[config.mk]
export PLATFORM = sky130hd
export DESIGN_NAME = rf_write_arbiter_flat
export DESIGN_NICKNAME = d
export VERILOG_FILES = /design/src/rtl/rf_arb_pkg.sv /design/src/rtl/rf_write_arbiter_if.sv /design/src/rtl/rr_pick4.sv /design/src/rtl/rf_write_arbiter.sv /design/src/flat_wrapper.sv
export SDC_FILE = /design/constraint.sdc
export NUM_CORES = 1
export LEC_CHECK = 0
export CAP_MARGIN = 20
export CORE_AREA = 2 2 143 145
export CTS_BUF_LIST = sky130_fd_sc_hd__clkbuf_2 sky130_fd_sc_hd__clkbuf_4 sky130_fd_sc_hd__clkbuf_8
export CTS_CLUSTER_SIZE = 40
export DETAILED_ROUTE_END_ITERATION = 10
export DIE_AREA = 0 0 145 147
export DONT_BUFFER_PORTS = 1
export SYNTH_ARGS = -nofsm -noshare
export SYNTH_HDL_FRONTEND = slang
export SYNTH_SLANG_ARGS = --single-unit
export TNS_END_PERCENT = 5
[constraint.sdc]
create_clock -name clk -period 5.8 [get_ports clk]
set_input_delay 0.87 -clock clk [delete_from_list [all_inputs] [get_ports clk]]
set_output_delay 0.87 -clock clk [all_outputs]
set_load 0.005 [all_outputs]
[src/rtl/rf_arb_pkg.sv]
// Shared constants and types for the register-file write-port arbiter.
package rf_arb_pkg;

    localparam int NREQ = 4;
    localparam int AW   = 5;
    localparam int DW   = 64;

    localparam logic [AW-1:0] ZERO_REG = 5'd31;

    typedef enum logic {
        IDLE   = 1'b0,
        LOCKED = 1'b1
    } arb_state_t;

    localparam logic [1:0] REQ_WB  = 2'd0;
    localparam logic [1:0] REQ_LD  = 2'd1;
    localparam logic [1:0] REQ_MUL = 2'd2;
    localparam logic [1:0] REQ_EXC = 2'd3;

    function automatic logic [NREQ-1:0] idx_to_onehot(input logic [1:0] idx);
        return 4'b0001 << idx;
    endfunction

endpackage

[src/rtl/rf_write_arbiter_if.sv]
// Requester-side bus of the regfile write arbiter: requests in, grants and the
// registered write command out.
interface rf_write_arbiter_if;
    import rf_arb_pkg::*;

    // Handshake: requester i holds req[i], waddr_in and wdata_in stable until it
    // sees gnt[i]=1; a transfer happens on every cycle where req[i] & gnt[i].
    logic [NREQ-1:0]    req;
    logic [NREQ-1:0]    lock;
    logic [NREQ*AW-1:0] waddr_in;
    logic [NREQ*DW-1:0] wdata_in;
    logic               stall;
    logic [NREQ-1:0]    gnt;
    logic [1:0]         gnt_idx;
    logic               rf_we;
    logic [AW-1:0]      rf_waddr;
    logic [DW-1:0]      rf_wdata;
    logic               busy;
    arb_state_t         dbg_state;

    modport master (
        output req, lock, waddr_in, wdata_in, stall,
        input  gnt, gnt_idx, rf_we, rf_waddr, rf_wdata, busy, dbg_state
    );

    modport slave (
        input  req, lock, waddr_in, wdata_in, stall,
        output gnt, gnt_idx, rf_we, rf_waddr, rf_wdata, busy, dbg_state
    );

endinterface

[src/rtl/rr_pick4.sv]
// Combinational rotating-priority picker: first request at or after ptr wins.
module rr_pick4
    import rf_arb_pkg::*;
(
    input  logic [NREQ-1:0] req,
    input  logic [1:0]      ptr,
    output logic [NREQ-1:0] gnt,
    output logic [1:0]      idx,
    output logic            any
);

    logic [1:0] cand;

    // Walk from the farthest slot back to ptr so the nearest hit is written last.
    always_comb begin
        gnt  = '0;
        idx  = ptr;
        any  = 1'b0;
        cand = ptr;
        for (int k = NREQ - 1; k >= 0; k--) begin
            cand = ptr + 2'(k);
            if (req[cand]) begin
                idx = cand;
                any = 1'b1;
            end
        end
        if (any) begin
            gnt = idx_to_onehot(idx);
        end
    end

endmodule

[src/rtl/rf_write_arbiter.sv]
// Round-robin arbiter for the single regfile write port, with owner lock and a
// one-cycle registered write command. Optional macro: RF_ZERO_REG_DROP_EN.
module rf_write_arbiter
    import rf_arb_pkg::*;
(
    input  logic               clk,
    input  logic               reset_n,
    rf_write_arbiter_if.slave  bus
);

    arb_state_t      state, state_next;
    logic [1:0]      owner, owner_next;
    logic [1:0]      ptr, ptr_next;
    logic [NREQ-1:0] pick_gnt;
    logic [1:0]      pick_idx;
    logic            pick_any;
    logic [NREQ-1:0] gnt;
    logic [1:0]      gnt_idx;
    logic            grant;
    logic [AW-1:0]   sel_addr;
    logic [DW-1:0]   sel_data;
    logic            rf_we;
    logic [AW-1:0]   rf_waddr;
    logic [DW-1:0]   rf_wdata;

    rr_pick4 u_pick (
        .req (bus.req),
        .ptr (ptr),
        .gnt (pick_gnt),
        .idx (pick_idx),
        .any (pick_any)
    );

    // Reset forces gnt low combinationally, so nothing is accepted while held.
    always_comb begin
        state_next = state;
        owner_next = owner;
        ptr_next   = ptr;
        gnt        = '0;
        gnt_idx    = pick_idx;
        if (reset_n) begin
            case (state)
                IDLE: begin
                    if (!bus.stall && pick_any) begin
                        gnt      = pick_gnt;
                        ptr_next = pick_idx + 2'd1;
                        if (bus.lock[pick_idx]) begin
                            state_next = LOCKED;
                            owner_next = pick_idx;
                        end
                    end
                end
                LOCKED: begin
                    gnt_idx = owner;
                    if (bus.req[owner] && !bus.stall) begin
                        gnt = idx_to_onehot(owner);
                        if (!bus.lock[owner]) begin
                            state_next = IDLE;
                        end
                    end else if (!bus.req[owner] && !bus.lock[owner]) begin
                        state_next = IDLE;
                    end
                end
                default: state_next = IDLE;
            endcase
        end
    end

    assign grant    = |gnt;
    assign sel_addr = bus.waddr_in[gnt_idx*AW +: AW];
    assign sel_data = bus.wdata_in[gnt_idx*DW +: DW];

    always_ff @(posedge clk) begin
        if (!reset_n) begin
            state    <= IDLE;
            owner    <= REQ_WB;
            ptr      <= REQ_WB;
            rf_we    <= 1'b0;
            rf_waddr <= '0;
            rf_wdata <= '0;
        end else begin
            state <= state_next;
            owner <= owner_next;
            ptr   <= ptr_next;
`ifdef RF_ZERO_REG_DROP_EN
            // X31 writes are accepted but never reach the regfile.
            if (grant && (sel_addr != ZERO_REG)) begin
                rf_we    <= 1'b1;
                rf_waddr <= sel_addr;
                rf_wdata <= sel_data;
            end else begin
                rf_we <= 1'b0;
            end
`else
            if (grant) begin
                rf_we    <= 1'b1;
                rf_waddr <= sel_addr;
                rf_wdata <= sel_data;
            end else begin
                rf_we <= 1'b0;
            end
`endif
        end
    end

    assign bus.gnt       = gnt;
    assign bus.gnt_idx   = gnt_idx;
    assign bus.rf_we     = rf_we;
    assign bus.rf_waddr  = rf_waddr;
    assign bus.rf_wdata  = rf_wdata;
    assign bus.busy      = reset_n && (state == LOCKED);
    assign bus.dbg_state = state;

endmodule

[src/flat_wrapper.sv]
// flat-port wrapper written by rule: the top's interface ports become plain ports
module rf_write_arbiter_flat import rf_arb_pkg::*;
  (clk, reset_n, bus_req, bus_lock, bus_waddr_in, bus_wdata_in, bus_stall, bus_gnt, bus_gnt_idx, bus_rf_we, bus_rf_waddr, bus_rf_wdata, bus_busy, bus_dbg_state);
  rf_write_arbiter_if bus_i ();
  input  logic clk;
  input  logic reset_n;
  input wire logic [$bits(bus_i.req)-1:0] bus_req;
  input wire logic [$bits(bus_i.lock)-1:0] bus_lock;
  input wire logic [$bits(bus_i.waddr_in)-1:0] bus_waddr_in;
  input wire logic [$bits(bus_i.wdata_in)-1:0] bus_wdata_in;
  input wire logic [$bits(bus_i.stall)-1:0] bus_stall;
  output wire logic [$bits(bus_i.gnt)-1:0] bus_gnt;
  output wire logic [$bits(bus_i.gnt_idx)-1:0] bus_gnt_idx;
  output wire logic [$bits(bus_i.rf_we)-1:0] bus_rf_we;
  output wire logic [$bits(bus_i.rf_waddr)-1:0] bus_rf_waddr;
  output wire logic [$bits(bus_i.rf_wdata)-1:0] bus_rf_wdata;
  output wire logic [$bits(bus_i.busy)-1:0] bus_busy;
  output wire logic [$bits(bus_i.dbg_state)-1:0] bus_dbg_state;
  assign bus_i.req = bus_req;
  assign bus_i.lock = bus_lock;
  assign bus_i.waddr_in = bus_waddr_in;
  assign bus_i.wdata_in = bus_wdata_in;
  assign bus_i.stall = bus_stall;
  assign bus_gnt = bus_i.gnt;
  assign bus_gnt_idx = bus_i.gnt_idx;
  assign bus_rf_we = bus_i.rf_we;
  assign bus_rf_waddr = bus_i.rf_waddr;
  assign bus_rf_wdata = bus_i.rf_wdata;
  assign bus_busy = bus_i.busy;
  assign bus_dbg_state = bus_i.dbg_state;
  rf_write_arbiter u_core (.clk(clk), .reset_n(reset_n), .bus(bus_i));
endmodule
### Cell classes on the final placement

(2 px per um) Fill, decap, tap and diode cells in grey.
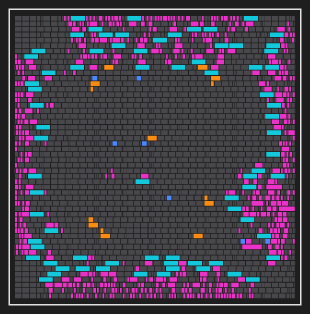
Cyan stands for flops, cells 75, share of their area 31%. Magenta stands for all other logic, cells 546, share of their area 64%. Blue stands for other buffers and delay cells, cells 7, share of their area 1.1%. Orange stands for clock drivers and dummy loads, cells 14, share of their area 3.2%.
Rows: 52
Seq area share: 29.32%
Core Footprint: 19,840 um^2

==> Changelog: implementation <==
### Implementation results

- Status: complete, no violations
- Routed vias: around 5,100
- Max-slew headroom: 38.65%
- Number of iterations in the first detailed-routing pass: 6
- Average size of a mapped cell: roughly 7.0 um^2
- GRT met2 Usage: 25.57%
- Cell Pwr Density: 275.4 nW/um^2
- Tmin final: between 3 and 4 ns
- Crit path kind: in2reg
- Post-synth regs: approximately 75
- Number of DRC violations after detailed-routing iteration 0: between 400 and 500
- Worst Hold Margin: 0.5728 ns
- Maximum operating frequency: roughly 270 MHz
- Fraction of final layout cells with drive strength greater than 1: between 6 and 7%
- Root cell of the clock tree: clkbuf_8
- Post-synthesis async set-or-reset flop share: 0%
- Hold Path End: u_core.bus.rf_wdata[55]
- Gate Count Post-Synth: between 600 and 700
- Number of enable flip-flop cells: 0
- H-tree lvl count: 3
- Count of endpoints failing hold in the final timing report: 0
- Clk sinks: around 75
- Required @ worst endpoint: about 6.0 ns
- Sequence of cells on the critical path: nor4_1 -> nor3_1 -> a211o_4 -> and2b_2 -> buf_4 -> nand3_1 -> o2111a_1
- Overall power after layout: 1.410 mW
- Registers with the most flip-flops: u_core.bus.rf_wdata x64, u_core.bus.rf_waddr x5
- Unrepaired setup endpoints after global routing: false
- Most frequently placed logic cell in the final layout: nand2_1
- Most numerous logic cells after layout: nand2_1, dfxtp_1, nand4_1, o2111a_1, nand3_1
- Dominant combinational family: simple AND/OR/NAND/NOR gates
- Multi-input logic cell count: around 540
- Synth Area in Adders: 0%
- CTS tree: yes
- Cell total in the yosys stat output: about 690
- Die extent in y: between 100 and 150 um
- Total Wirelength: approximately 17,000 um
- Most flop-heavy register: u_core.bus.rf_wdata
- Switching Power: between 0.5 and 0.6 mW
- Finished Layout Cells: 912
- Non-clock buffer share of cell area: about 1.0%
- Critical path endpoint category: flop
- Top delay family on crit path: simple AND/OR/NAND/NOR gates
- Mux frac, synth: approximately 1.5%
- GR Util met1: 18.73%
- Top cells by area in the synthesized netlist: dfxtp_1, nand2_1, o2111a_1
- Transition time of the tightest slew-check pin: between 0.9 and 1 ns
- Combinational share of cell area: between 50% and 60%
- Syn. warnings: 0
- Routed met1 length: just under 7000 um
- Total sequential power: ~0.63 mW
- Post-CTS Hold Fix Bufs: 0
- Complex-gate fraction of the synthesized area: between 10% and 20%
- Switching share of total power: between 30% and 40%
- Final weighted congestion of routability-driven global placement: around 0.87
- Sequential share of the synthesized area: 31.00%
- Number of antenna violations at the first check in global routing: 0
- Most instantiated library cell after synthesis: nand2_1
- Area fraction in xor and xnor cells: 0.1808%
- Mean routed wirelength per cell: roughly 19 um
- Worst setup path endpoint: u_core.bus.rf_wdata[48]
- Post-detailed-route DRC marker count: 0
- Area leader share: between 30 and 40%
- Post CTS Setup Buffer Count: 0
- Final Skew: about 0.016 ns
- Most used flip-flop cell: dfxtp_1
- Pre-CTS worst setup slack: approximately 1.7 ns
- Via count of the first global-routing pass: approximately 4,800
- Remaining global-route overflow: 0
- Total cell area reported by yosys after synthesis: approximately 4800 um^2
- HPWL after detailed placement: between 10,000 and 15,000 um
- Routed length on met2: slightly above 8000 um
- Mapped Nets: a little under 1,000
- Clk cell area share: 2.956%
- Heaviest power group: sequential cells
- Register clock-pin slew on the reported worst setup and hold paths: 0.07 ns
- Diodes inserted: 0
- Startpoint types: input pin
- Setup TNS: 0 ns
- Cells on Worst Hold Path: 1
- Area growth from synthesis to final layout: 5.735%
- Inserted Clock Buffers: 9
- Maximum number of pins on one net before global-route repair: 80
- Synthesized-area fraction occupied by and/or/nand/nor cells: 41.62%
- CP Launch Point: bus_req[3]
- Die X-Extent: between 100 and 150 um
- Number of logic stages on the critical path including buffering: 7
- Number of flip-flops and latches: 75
- Count of cell types in the netlist: around 40
- All-layer global routing usage: between 10% and 20%
- Type of the worst min-delay path: reg2reg
- Combinational gate area: between 3000 and 4000 um^2
- Design area: ~5100 um^2
- Fraction of power consumed by combinational cells: between 30% and 40%
- Met3 capacity usage during global routing: 5.155%
- Final setup vio count: 0
- Ports: ~370
- Maximum Capacitance Violations: 0
- Arrival time of data at the critical path endpoint: 3.90 ns
- Start of the worst register-to-register path: u_core.bus.dbg_state
- Reg2Reg Depth: 6
- Number of nets with antenna violations after detailed routing: 0
- Chip Footprint: approximately 21,000 um^2
- Post-synth top area cell: dfxtp_1
- CP max stage delay: 0.87 ns
- Post-Syn Area: between 4000 and 5000 um^2
- Max-slew violations: 0
- Most frequent cells after synthesis: nand2_1, dfxtp_1, nand4_1, o2111a_1, clkbuf_1
- Max Used Layer: met4
- Number of nets in the layout: between 900 and 1,000
- CP Max Fanout: 66
- Fraction of the core area occupied by cells at floorplan: roughly 24%
### Clock network drawn from the DEF

(4 px per um)
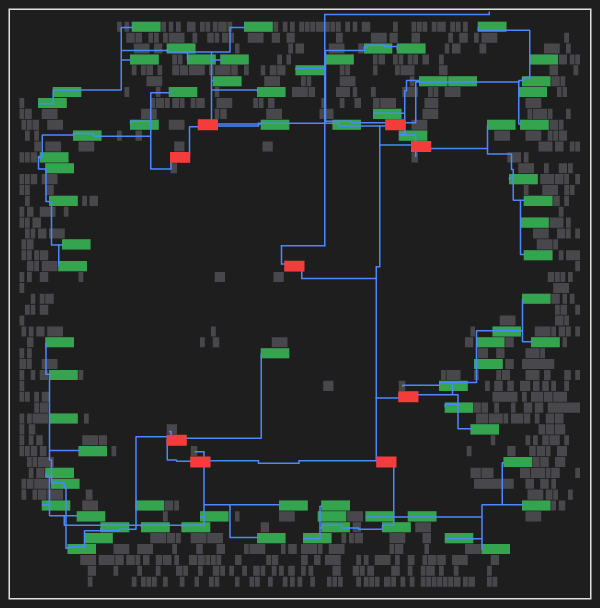
Blue stands for clock wires, length 1,330 um. Red stands for cells driving clock nets, count 9. Green stands for flip-flops, count 75.
Position of the flops: widely spread. There are 10 routed clock nets.
Clk Latency, worst-skew pair: 0.36 ns
clock-net power: 0.354 mW
clock network fraction of design power: 25.1%

Power is estimated from default activity; no workload was simulated.
